Fig. 1: run 1, M1 wires
Scale: 4 px per µm. Cells faint in the background.
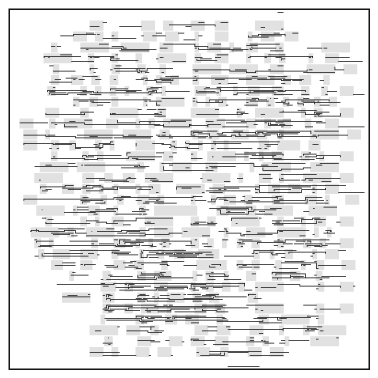
Fig. 2: run 1, metal 3
Scale: 3 px per µm. Cells faint in the background.
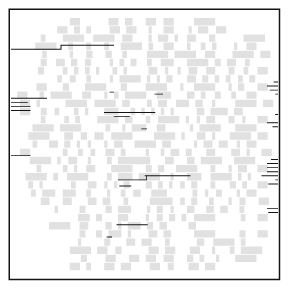
Fig. 3: run 1, congestion heat map
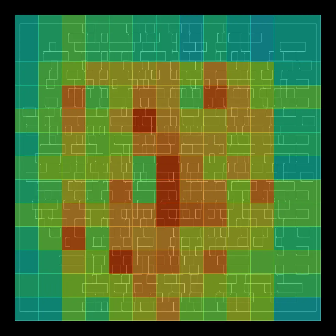
===== src/rtl/multicycle_sequencer.sv =====
// Multi-cycle FETCH/DECODE/EXEC/MEM/WB sequencer for the RV64 core.
// Strobes are decoded from the registered state and the ack inputs; state, counters and errors are flops.
module multicycle_sequencer #(
    parameter int MEM_TIMEOUT = 255,
    parameter int CNT_WIDTH   = 32
) (
    input  logic                 clk,
    input  logic                 rst,
    output logic                 imem_req,
    input  logic                 imem_ack,
    output logic                 dmem_req,
    output logic                 dmem_we,
    input  logic                 dmem_ack,
    input  logic                 dec_mem_read,
    input  logic                 dec_mem_write,
    input  logic                 dec_reg_write,
    input  logic                 dec_illegal,
    output logic                 ir_we,
    output logic                 pc_we,
    output logic                 reg_we,
    output logic                 retire,
    output logic [CNT_WIDTH-1:0] retired_cnt,
    output logic [2:0]           state,
    output logic                 halted,
    output logic                 illegal_err,
    output logic                 timeout_err
);
    localparam int WAIT_W = $clog2(MEM_TIMEOUT + 2);

    typedef enum logic [2:0] {
        S_FETCH  = 3'd0,
        S_DECODE = 3'd1,
        S_EXEC   = 3'd2,
        S_MEM    = 3'd3,
        S_WB     = 3'd4,
        S_HALT   = 3'd5
    } state_t;

    state_t               state_q, state_d;
    logic [WAIT_W-1:0]    wait_q, wait_d;
    logic [CNT_WIDTH-1:0] cnt_q, cnt_d;
    logic                 illegal_q, illegal_d;
    logic                 timeout_q, timeout_d;
    logic                 expired;

    // The last unacked request cycle brings the count to MEM_TIMEOUT, so halt right there.
    assign expired = (MEM_TIMEOUT != 0) && (wait_q == WAIT_W'(MEM_TIMEOUT - 1));

    always_comb begin
        state_d   = state_q;
        wait_d    = wait_q;
        cnt_d     = cnt_q;
        illegal_d = illegal_q;
        timeout_d = timeout_q;
        imem_req  = 1'b0;
        dmem_req  = 1'b0;
        dmem_we   = 1'b0;
        ir_we     = 1'b0;
        pc_we     = 1'b0;
        reg_we    = 1'b0;
        retire    = 1'b0;
        case (state_q)
            S_FETCH: begin
                imem_req = 1'b1;
                if (imem_ack) begin
                    ir_we   = 1'b1;
                    state_d = S_DECODE;
                end else if (expired) begin
                    state_d   = S_HALT;
                    timeout_d = 1'b1;
                end else if (MEM_TIMEOUT != 0) begin
                    wait_d = wait_q + WAIT_W'(1);
                end
            end
            S_DECODE: begin
                if (dec_illegal || (dec_mem_read && dec_mem_write)) begin
                    state_d   = S_HALT;
                    illegal_d = 1'b1;
                end else begin
                    state_d = S_EXEC;
                end
            end
            S_EXEC: begin
                if (dec_mem_read || dec_mem_write) begin
                    state_d = S_MEM;
                end else if (dec_reg_write) begin
                    state_d = S_WB;
                end else begin
                    pc_we   = 1'b1;
                    retire  = 1'b1;
                    state_d = S_FETCH;
                end
            end
            S_MEM: begin
                dmem_req = 1'b1;
                dmem_we  = dec_mem_write;
                if (dmem_ack) begin
                    if (dec_mem_read) begin
                        state_d = S_WB;
                    end else begin
                        pc_we   = 1'b1;
                        retire  = 1'b1;
                        state_d = S_FETCH;
                    end
                end else if (expired) begin
                    state_d   = S_HALT;
                    timeout_d = 1'b1;
                end else if (MEM_TIMEOUT != 0) begin
                    wait_d = wait_q + WAIT_W'(1);
                end
            end
            S_WB: begin
                reg_we  = 1'b1;
                pc_we   = 1'b1;
                retire  = 1'b1;
                state_d = S_FETCH;
            end
            S_HALT: ;
            default: state_d = S_HALT;
        endcase
        // Any state change lands in a fresh wait window (covers entry to FETCH and MEM).
        if (state_d != state_q) wait_d = '0;
        if (retire) cnt_d = cnt_q + CNT_WIDTH'(1);
        if (rst) begin
            imem_req = 1'b0;
            dmem_req = 1'b0;
            dmem_we  = 1'b0;
            ir_we    = 1'b0;
            pc_we    = 1'b0;
            reg_we   = 1'b0;
            retire   = 1'b0;
        end
    end

    always_ff @(posedge clk) begin
        if (rst) begin
            state_q   <= S_FETCH;
            wait_q    <= '0;
            cnt_q     <= '0;
            illegal_q <= 1'b0;
            timeout_q <= 1'b0;
        end else begin
            state_q   <= state_d;
            wait_q    <= wait_d;
            cnt_q     <= cnt_d;
            illegal_q <= illegal_d;
            timeout_q <= timeout_d;
        end
    end

    assign state       = state_q;
    assign halted      = (state_q == S_HALT);
    assign retired_cnt = cnt_q;
    assign illegal_err = illegal_q;
    assign timeout_err = timeout_q;
endmodule


===== config.mk =====
export PLATFORM = sky130hd
export DESIGN_NAME = multicycle_sequencer
export DESIGN_NICKNAME = d
export VERILOG_FILES = /design/src/rtl/multicycle_sequencer.sv
export SDC_FILE = /design/constraint.sdc
export NUM_CORES = 1
export LEC_CHECK = 0
export CAP_MARGIN = 10
export CELL_PAD_IN_SITES_DETAIL_PLACEMENT = 2
export CELL_PAD_IN_SITES_GLOBAL_PLACEMENT = 2
export CORE_UTILIZATION = 31
export CTS_CLUSTER_SIZE = 25
export DETAILED_ROUTE_END_ITERATION = 10
export GPL_TIMING_DRIVEN = 0
export PLACE_DENSITY = 0.85
export SYNTH_ARGS = -nofsm -noshare
export SYNTH_HDL_FRONTEND = slang
export SYNTH_SLANG_ARGS = --single-unit

===== constraint.sdc =====
create_clock -name clk -period 3.9 [get_ports clk]
set_clock_uncertainty 0.1 [all_clocks]
set_input_delay 0.39 -clock clk [delete_from_list [all_inputs] [get_ports clk]]
set_output_delay 0.39 -clock clk [all_outputs]
set_load 0.005 [all_outputs]

==> results_dict.tcl, run 1 <==
# implementation run metrics
set metrics [dict create \
    outcome "finished clean" \
    synth_cells 287 \
    crit_type "primary input to output pin" \
    final_area_um2 3120 \
    most_common_cell "dfxtp_1" \
    drive_gt1_frac 0.0549 \
    worst_pin_slew_ns 0.842 \
    nets 356 \
    hold_viol_final 0 \
    ios 53 \
    largest_reg_flops 32 \
    ys.flop_type "dfxtp_1" \
    rr_worst_depth 6 \
    top_cell_area_share 0.387 \
    cts_setup_buffers 0 \
    utilization 0.425 \
    die_h_um 89.6 \
    powerClk_w 0.000358 \
    maxPowerGroup "sequential cells" \
    placed_cells 437 \
    simple_gate_area_frac 0.286 \
    cap_violations 0 \
    syn_area_um2 2380 \
    cp-end-kind "output pin" \
    cts_root_buffer "clkbuf_8" \
    rsz0062_at_grt "false" \
    combPwrFrac 0.142 \
    coreArea_um2 7330 \
    drtAntennaViolNets 0 \
    grt_max_degree 14 \
    p_sw_frac 0.263 \
    relSlewSlack 0.436 \
    leakagePower_nw 0.953 \
    pg_seq_w 0.000485 \
    powerComb_w 0.000139 \
    p_sw_w 0.000259 \
    insertedDiodeCount 0 \
    hold_class "register to register" \
    fmaxAchievable_mhz 291 \
    synth_warnings 0 \
    clk_path_buf_depth 2 \
    finalPower_w 0.000982 \
    layout_top_cells "51 x clkdlybuf4s50_1, 46 x dfxtp_1, 29 x nor2_1" \
    dpl.hpwl_um 5650 \
    clkSinkCount 46 \
    met3_wirelength_um 179 \
    lay_top_count "clkdlybuf4s50_1" \
    routabilityCongestion 0.790 \
    top_layer_used "met4" \
    die_area_um2 8030 \
    ys_area_um2 2380 \
    grt_antenna_before_repair 0 \
    peakVddDrop_v 0.000144 \
    cts_hold_buffers 0 \
    first_pass_iters 4 \
    syn-num-nets 298 \
    tns_ns 0 \
    powerDensity_nw_per_um2 315 \
    grt.overflow.total 0 \
    warning_count 27 \
    synthAdderAreaFrac 0.0158 \
    top_logic_kind "simple AND/OR/NAND/NOR gates" \
    finalSetupViolations 0 \
    drt_iter0_drc 62 \
    worstPathMaxFanout 10 \
    dpl_cell_area_um2 3010 \
    initial_utilization 0.324 \
    ys_types 48 \
    min_period_ns 3.44 \
    period_used_share 0.882 \
    drv_slew 0 \
    io_buffers 51 \
    place_ws_ns 0.434 \
    final_cells 445 \
    xor_area_frac 0.0736 \
    htreeDepth 2 \
    synth.largest_area_cell "dfxtp_1" \
    wl_met2_um 3820 \
    arrival_ns 2.95 \
    ys_seq_share 0.387 \
    yosys-top-cells-count "46 x dfxtp_1, 29 x nor2_1, 25 x a21oi_1, 20 x o21ai_0, 18 x or3_1" \
    aoi_share 0.199 \
    crit_required_ns 3.41 \
    ys_cells 287 \
    cts.clk_slew.worst_paths_ns 0.09 \
    syn_area_per_cell_um2 8.29 \
    cts.repair.resized 0 \
    synth_flop_count 46 \
    post-route-drc-count 0 \
]
-- Fig. 1 (at the start) --
The layer holds 46% of the routed length. The wires run mostly horizontal. 318 nets have wire on it. The layer carries 3430 µm of wire. The longest straight run is 32.7 µm.
GR Layer Usage met1: 0.257
WL final: 7470 µm
via count: 2428

-- Fig. 2 (at the start) --
The layer carries 179 µm of wire. 26 nets have wire on it. The longest straight run is 17.5 µm.
GR met3 Demand/Resource: 0.0311

-- Fig. 3 (at the start) --
met2 Usage GRT: 0.355
Most Crowded Layer GR: met2

## run 1: final cells by class
cell class | count | area [µm²]
fill | 823 | 4210
tap | 99 | 124
buffer | 14 | 62.6
clock buffer | 7 | 76.3
sequential | 46 | 921
multi-input combinational | 219 | 1370
timing repair buffer | 51 | 510
clock inverter | 1 | 30.0
inverter | 8 | 30.0
## run 1: final timing paths
path / startpoint / end
worst max register to register: state[0] / wait_q[0]
worst min-delay path: illegal_err / illegal_err
worst min register to register: illegal_err / illegal_err
worst max-delay path: dec_mem_write / retire
## run 1: critical path, stage by stage
cell and delay, ns:
clkdlybuf4s50_1 0.50, or2_1 0.32, nor4_4 0.35, clkbuf_1 0.43
nor2_1 0.17, nor2_1 0.17, buf_4 0.13, clkdlybuf4s50_1 0.48
Fig. 4: run 1, metal 2
Scale: 6 px per µm.
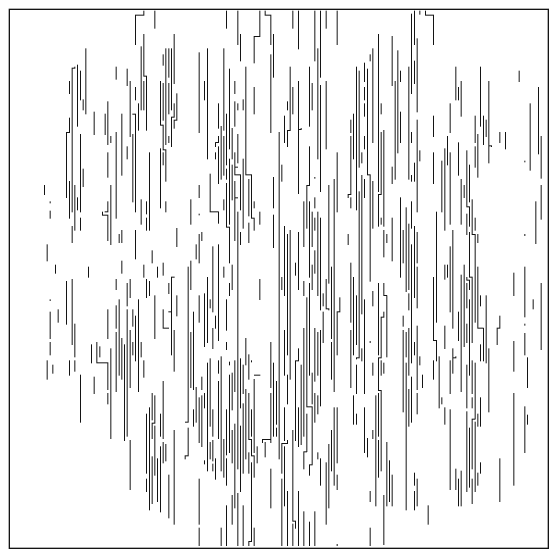

--- run 2 (diff from run 1) ---
Settings changed: CORE_MARGIN from default to 2.
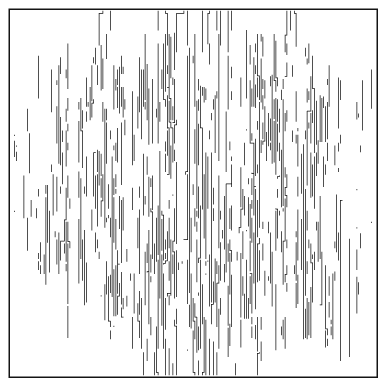
Fig. 5. Metal 2 (run 2).
Scale: 4 px per µm.
The longest straight run is 61.2 µm. The layer carries 4250 µm of wire.
met2 Usage GRT: 0.368
WL final: 8010 µm
via count: 2445

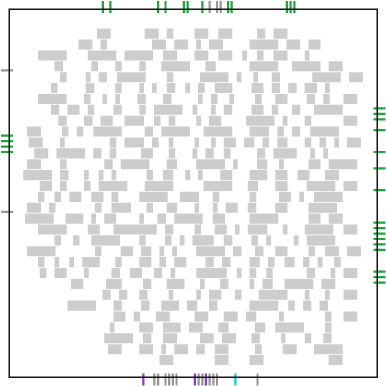
Fig. 6. Pin placement (run 2).
Scale: 4 px per µm. Pins as bars across the die edge, other pins in gray.
Key: state = purple [pins 3, direction output, edge south]; halted = cyan [pins 1, direction output, edge south]; retired_cnt = green [pins 32, direction output, edge 16 east, 12 north, 4 west]
DIE HEIGHT: 91.6 µm
Die W: 91.6 µm
Port-buffer cells: 51

==> run 2 against run 1 <==
Compared with the run above:
- maximum frequency up 1.1%
- critical path depth unchanged
- final cell count down 0.22%
- worst setup slack better by 0.038 ns
- via count up 0.70%
- hold slack worse by 0.0041 ns
- design area up 0.20%
- combinational power about the same
- largest power group unchanged
==> results_dict.tcl, run 2 <==
# implementation run metrics
set metrics [dict create \
    hold_class "register to register" \
    pg_seq_w 0.000485 \
    tns_ns 0 \
    finalSetupViolations 0 \
    worst_hold_path.endpoint "illegal_err" \
    warning_count 27 \
    rr_worst_depth 6 \
    routabilityCongestion 0.805 \
    top_layer_used "met4" \
    rsz0062_at_grt "false" \
    nFillCells 830 \
    clk_path_buf_depth 2 \
    arrival_ns 2.91 \
    path_depth 8 \
    pwr-share-seq 0.488 \
    synth.largest_area_cell "dfxtp_1" \
    ios 53 \
    p_sw_w 0.000256 \
    crit_start "dec_mem_write" \
    powerComb_w 0.000138 \
    power.internal_w 0.000737 \
    drv_slew 0 \
    path_cells "clkdlybuf4s50_1, or2_1, nor4_4, clkbuf_1, nor2_1, nor2_1, buf_4, clkdlybuf4s50_1" \
    maxPowerGroup "sequential cells" \
    comb_area_um2 1370 \
    grt_antenna_before_repair 0 \
    ys_types 48 \
    grt_util_met1 0.232 \
    dpl.hpwl_um 5920 \
    cp_num_buf_inv 4 \
    syn_area_um2 2380 \
    slowest_delay_ns 0.51 \
    r2r_slack_ns 1.50 \
    crit_family "buffers and inverters" \
    yosys-top-cells-count "46 x dfxtp_1, 29 x nor2_1, 25 x a21oi_1, 20 x o21ai_0, 18 x or3_1" \
    most_common_cell "dfxtp_1" \
    final_area_um2 3130 \
    synth_cells 287 \
    flop_area_um2 921 \
    finalPower_w 0.000993 \
    hold_viol_final 0 \
    endpoint "retire" \
    ys.flop_type "dfxtp_1" \
    grt_util_met3 0.0332 \
    first_pass_iters 4 \
    p_sw_frac 0.258 \
    powerDensity_nw_per_um2 318 \
    insertedDiodeCount 0 \
    grt_pass1_wl_um 13500 \
    period_used_share 0.872 \
    relSlewSlack 0.458 \
    cts_setup_buffers 0 \
    drt_iter0_drc 47 \
    lay_top_count "clkdlybuf4s50_1" \
    post-route-drc-count 0 \
    cts_tree "yes" \
    min_period_ns 3.40 \
    outcome "finished clean" \
    r2r_end "wait_q[0]" \
    place_ws_ns 0.464 \
    combPwrFrac 0.139 \
    min_from "illegal_err" \
    syn_area_per_cell_um2 8.29 \
    cts_root_buffer "clkbuf_8" \
    ys_seq_share 0.387 \
    final_cells 444 \
    utilization 0.426 \
    largest_reg_flops 32 \
    top_cell_area_share 0.387 \
    layout_top_cells "51 x clkdlybuf4s50_1, 46 x dfxtp_1, 29 x nor2_1" \
    wl_met2_um 4250 \
    cp-end-kind "output pin" \
    syn-num-nets 298 \
    coreArea_um2 7330 \
    slowest_stage "clkdlybuf4s50_1" \
    clkSinkCount 46 \
    nets 356 \
    synth_flop_count 46 \
    drive_gt1_frac 0.0580 \
    grt_max_degree 14 \
    drtAntennaViolNets 0 \
    leakagePower_nw 0.958 \
    initial_utilization 0.324 \
    numCtsBuffers 5 \
    reg2reg_from "state[1]" \
    powerClk_w 0.000371 \
    placed_cells 437 \
    worstPathMaxFanout 10 \
    ys_cells 287 \
    cts.repair.resized 0 \
    die_area_um2 8390 \
    crit_type "primary input to output pin" \
    hold_depth 2 \
    routedWlPerCell_um 18.0 \
    crit_required_ns 3.41 \
    htreeDepth 2 \
    dpl_cell_area_um2 3010 \
    ys_area_um2 2380 \
    cts.clk_slew.worst_paths_ns 0.09 \
    busiest_layer "met2" \
    grt.overflow.total 0 \
    met3_wirelength_um 214 \
    fmaxAchievable_mhz 294 \
    cts_hold_buffers 0 \
    async_flop_share 0 \
    cap_violations 0 \
    worst_pin_slew_ns 0.810 \
    peakVddDrop_v 0.000171 \
    synth_warnings 0 \
]
## run 2: cell counts after synthesis
No cell type changed its count.
## run 2: final cells by class
class,instances,share of cell area
multi-input combinational,219,0.437
sequential,46,0.295
timing repair buffer,51,0.163
tap,99,0.0396
clock buffer,6,0.0264
buffer,14,0.0200
clock inverter,1,0.00961
inverter,8,0.00961
## run 2: kinds of logic (layout without fill, tap and decap cells)
group                    after synthesis  count (layout)  synth area share
flip-flops                            46              46             0.387
XOR/XNOR                              20              20            0.0736
buffers and inverters                 22              80            0.0389
adder cells (fa/ha/maj)                3               3            0.0158
AND-OR/OR-AND                         74              74             0.199
AND/OR/NAND/NOR                      122             122             0.286
No activity file was given, so power comes from the tool's default toggle rates.
